Design dma_io_responder, sky130hd; sources not shown.
Figure 1. Signal wires on met1.
Bar = 20 microns.
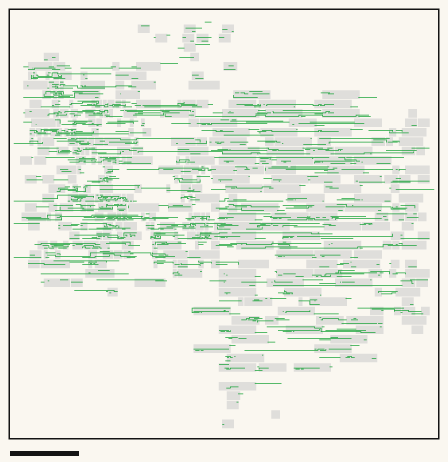
longest straight run: 37.3 microns
wire length on this layer: 3660 microns
met1 track demand over resource in global routing: 0.1475
via count: 2641
final WL: 8821 microns

Figure 2. Signal wires on met2.
Bar = 20 microns.
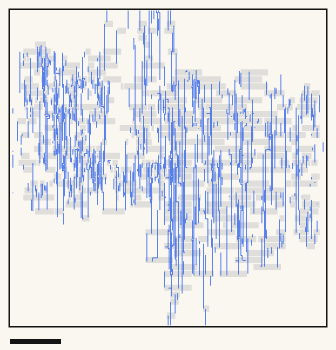
main direction: vertical
wire length on this layer: 4560 microns
GR met2 Demand/Resource: 0.2163

Figure 3. Metal 3.
Bar = 20 microns.
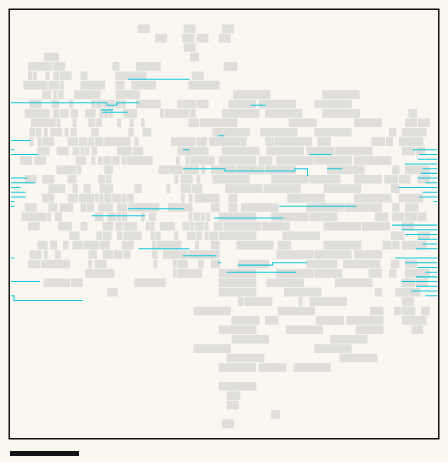
share of all routed wire: 5.7%
wire length on this layer: 498 microns
nets with wire on the layer: 51
main direction: horizontal
longest straight run: 27.6 microns
met3 usage: 0.03434

Figure 4. Ports around the boundary.
Bar = 20 microns. Pins as bars across the die edge, other pins in gray.
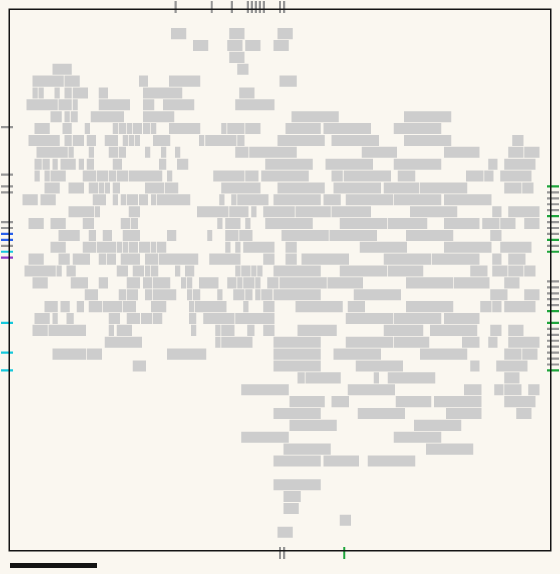
legend:
  OVF:
    color: purple
    pins: 1
    direction: output
    edge: left
  WS:
    color: blue
    pins: 2
    direction: input
    edge: left
  Count:
    color: cyan
    pins: 4
    direction: output
    edge: left
  Dev_rdata:
    color: green
    pins: 8
    direction: output
    edge: 7 right, 1 bottom
all pins by edge: 27 right, 14 left, 10 top, 3 bottom
horizontal die dimension: 123.7 microns
chip height: 123.7 microns
number of buffers added on ports: 53

==> run_summary.xml <==
<?xml version="1.0" encoding="UTF-8"?>
<metrics>
  <group name="worst_setup_path">
    <metric name="r2r_setup_slack" unit="ns">0.35</metric>
    <metric name="timing.critical_path.slowest_stage_cell" unit="">sky130_fd_sc_hd__or3_4</metric>
    <metric name="data_required_time_of_the_worst_path" unit="ns">4.27</metric>
    <metric name="r2r_cells" unit="">14</metric>
    <metric name="cp.arrival" unit="ns">3.92</metric>
    <metric name="timing.critical_path.fanout_max" unit="">12</metric>
    <metric name="critical_path_cell_count" unit="">14</metric>
    <metric name="worstPathCellList" unit="">or3_4 &gt; a31o_1 &gt; o21bai_2 &gt; and2_1 &gt; xor2_1 &gt; ha_1 &gt; or3b_1 &gt; a21oi_2 &gt; buf_4 &gt; nand3_2 &gt; o2111ai_2 &gt; a311oi_1 &gt; a31oi_2 &gt; mux2_1</metric>
    <metric name="crit_family" unit="">simple AND/OR/NAND/NOR gates</metric>
    <metric name="worst-setup-path-type" unit="">register to register</metric>
    <metric name="worst_setup_path_start_kind" unit="">register</metric>
    <metric name="worst_path_largest_cell_delay" unit="ns">0.49</metric>
    <metric name="critPathBufInv" unit="">1</metric>
  </group>
  <group name="power">
    <metric name="p_clk" unit="uW">766</metric>
    <metric name="cell_internal_pwr" unit="uW">1706</metric>
    <metric name="static-leakage-power" unit="uW">0.001762</metric>
    <metric name="p_sw_frac" unit="">0.3210</metric>
    <metric name="largestPowerGroup" unit="">registers</metric>
    <metric name="pwr-share-comb" unit="">0.269</metric>
    <metric name="worst_ir_drop_vdd" unit="mV">0.1980</metric>
    <metric name="power.sequential.fraction" unit="">0.426</metric>
    <metric name="p_total" unit="uW">2513</metric>
    <metric name="powerComb" unit="uW">677</metric>
    <metric name="pwr_density_cell" unit="mW/mm^2">477.9</metric>
    <metric name="p_switching" unit="uW">806.5</metric>
  </group>
  <group name="cts">
    <metric name="clockBufferDepth" unit="">2</metric>
    <metric name="cts_num_sinks" unit="">90</metric>
    <metric name="clock_tree_from_tritoncts" unit="">done</metric>
    <metric name="clock_pin_transition_on_the_worst_setup_and_hold_timing_paths" unit="ns">0.06</metric>
    <metric name="htreeDepth" unit="">3</metric>
    <metric name="cts_stage_hold_buffer_count" unit="">0</metric>
    <metric name="cts_inserted_buffers" unit="">9</metric>
    <metric name="clk-insertion-delay-late" unit="ns">0.33</metric>
    <metric name="cts.root.buffer_cell" unit="">sky130_fd_sc_hd__clkbuf_16</metric>
  </group>
  <group name="timing">
    <metric name="timing.final.crit_period" unit="ns">3.702</metric>
    <metric name="final_max_slew_viol_count" unit="">0</metric>
    <metric name="relSlewSlack" unit="">0.3424</metric>
    <metric name="maxClockFrequency" unit="MHz">270.1</metric>
    <metric name="setup_viol" unit="">0</metric>
    <metric name="largest_clock_skew_in_the_final_design" unit="ns">0.005240</metric>
    <metric name="grt_setup_unrepaired" unit="">false</metric>
    <metric name="timing_worst_slew_pin_value" unit="ns">0.9834</metric>
    <metric name="final_hold_viol_count" unit="">0</metric>
    <metric name="setup_tns" unit="ns">0</metric>
    <metric name="finalCritPeriodShare" unit="">0.9141</metric>
  </group>
  <group name="cells_and_area">
    <metric name="largest_register_ffs" unit="">64</metric>
    <metric name="seqCellArea" unit="sq mm">0.002455</metric>
    <metric name="fraction_of_final_layout_cells_with_drive_strength_greater_than_1" unit="">0.2681</metric>
    <metric name="mostFrequentLayoutCells" unit="">sky130_fd_sc_hd__edfxtp_1, sky130_fd_sc_hd__clkdlybuf4s50_1, sky130_fd_sc_hd__nor2_1</metric>
    <metric name="diodes" unit="">0</metric>
    <metric name="layout.cells.non_filler" unit="">553</metric>
    <metric name="area_added_between_synthesis_and_finish" unit="%">30.98</metric>
    <metric name="final_net_count" unit="">402</metric>
    <metric name="fill_cells" unit="">1325</metric>
    <metric name="mi_logic_area" unit="sq mm">0.001540</metric>
    <metric name="layout.cells.most_common" unit="">sky130_fd_sc_hd__edfxtp_1</metric>
  </group>
  <group name="route">
    <metric name="vias_per_cell" unit="">4.776</metric>
    <metric name="topRoutingLayerUsed" unit="">met4</metric>
    <metric name="wl_per_cell" unit="microns">15.95</metric>
    <metric name="drt_iter0_markers" unit="">143</metric>
    <metric name="postRouteAntennaNets" unit="">0</metric>
    <metric name="wl_met1" unit="microns">3658</metric>
    <metric name="met2_wirelength" unit="microns">4555</metric>
    <metric name="routed_length_on_met3" unit="microns">498</metric>
    <metric name="drtPass1Iterations" unit="">5</metric>
    <metric name="detail_route.drc_violations" unit="">0</metric>
  </group>
  <group name="global_routing">
    <metric name="grt-busiest-layer" unit="">met2</metric>
    <metric name="grt_max_degree" unit="">27</metric>
    <metric name="total_congestion_overflow_after_global_routing" unit="">0</metric>
    <metric name="grt_pass1_vias" unit="">2690</metric>
    <metric name="total_grt_usage" unit="">0.1237</metric>
    <metric name="grt_antenna_before_repair" unit="">0</metric>
    <metric name="grt_first_pass_wirelength" unit="microns">13880</metric>
  </group>
  <group name="die">
    <metric name="std_cell_rows" unit="">43</metric>
    <metric name="ioPinCount" unit="">54</metric>
    <metric name="die_area" unit="sq mm">0.01531</metric>
    <metric name="design.core.area" unit="sq mm">0.01393</metric>
  </group>
  <group name="synthesis">
    <metric name="synthTopCellsByArea" unit="">sky130_fd_sc_hd__edfxtp_1, sky130_fd_sc_hd__dfxtp_1, sky130_fd_sc_hd__mux4_2</metric>
    <metric name="largest_family_of_logic_cells_by_area" unit="">multiplexers</metric>
    <metric name="dominant_register_cell" unit="">sky130_fd_sc_hd__edfxtp_1</metric>
    <metric name="yosys.area_share.adder" unit="">0.01808</metric>
    <metric name="floorplan.nets" unit="">333</metric>
    <metric name="mux_area_frac" unit="">0.1502</metric>
    <metric name="edf_count" unit="">64</metric>
    <metric name="yosys.stat.chipArea" unit="sq mm">0.004014</metric>
    <metric name="simple_gate_area_frac" unit="">0.1287</metric>
    <metric name="yosys_cells" unit="">299</metric>
    <metric name="synth_cell_type_count" unit="">53</metric>
    <metric name="ys_warn_count" unit="">0</metric>
    <metric name="xor_area_frac" unit="">0.01527</metric>
    <metric name="ys_ff" unit="">90</metric>
    <metric name="async_reset_ff_frac" unit="">0</metric>
    <metric name="top_area_cell" unit="">sky130_fd_sc_hd__edfxtp_1</metric>
  </group>
  <group name="flow_run">
    <metric name="drv.max_cap_violation_count" unit="">0</metric>
    <metric name="warnings" unit="">26</metric>
  </group>
  <group name="worst_hold_path">
    <metric name="worst_hold_check_path_type" unit="">register to register</metric>
  </group>
  <group name="place">
    <metric name="detailedPlacementHpwl" unit="microns">5988</metric>
  </group>
  <group name="status">
    <metric name="outcome" unit="">finished clean</metric>
  </group>
</metrics>
-- metrics by stage --
step | area (sq um) | setup slack (ns) | util | hold WS (ns)
global route | 5258 | 0.1740 | 0.3773 | 0.5094
global placement | 4921 | 0.08624 | 0.3531 | 0.4614
finish | 5258 | 0.3478 | 0.3773 | 0.4846
floorplan | 4024 | 0.3408 | - | 0.4497
detailed placement | 4921 | 0.01082 | 0.3531 | 0.4668
CTS | 5199 | 0.3373 | 0.3731 | 0.4848
-- Yosys cell counts (3+ instances only) --
master / instances
sky130_fd_sc_hd__a21oi_1: 13
sky130_fd_sc_hd__a31oi_1: 5
sky130_fd_sc_hd__buf_2: 4
sky130_fd_sc_hd__clkbuf_1: 10
sky130_fd_sc_hd__dfxtp_1: 26
sky130_fd_sc_hd__edfxtp_1: 64
sky130_fd_sc_hd__ha_1: 5
sky130_fd_sc_hd__inv_1: 6
sky130_fd_sc_hd__mux2_2: 17
sky130_fd_sc_hd__mux2i_1: 4
sky130_fd_sc_hd__mux4_2: 16
sky130_fd_sc_hd__nand2_1: 18
sky130_fd_sc_hd__nand2b_1: 4
sky130_fd_sc_hd__nand3_1: 4
sky130_fd_sc_hd__nor2_1: 34
sky130_fd_sc_hd__nor2b_1: 11
sky130_fd_sc_hd__nor3_1: 9
sky130_fd_sc_hd__or3_1: 3
sky130_fd_sc_hd__xnor2_1: 3
sky130_fd_sc_hd__xor2_1: 4
-- timing repair --
action,in CTS,in global routing
resized,0,15
endpoints found under the setup margin,0,3
buffers inserted,0,1
-- cell type report --
type | instances | area share
Tap cell | 180 | 0.04284
Multi-Input combinational cell | 187 | 0.2930
Timing Repair Buffer | 74 | 0.1402
Sequential cell | 90 | 0.4669
Inverter | 6 | 0.004284
Clock buffer | 9 | 0.04284
Clock inverter | 7 | 0.009995
Power figures rest on the tool's default switching activity, not on a simulated workload.
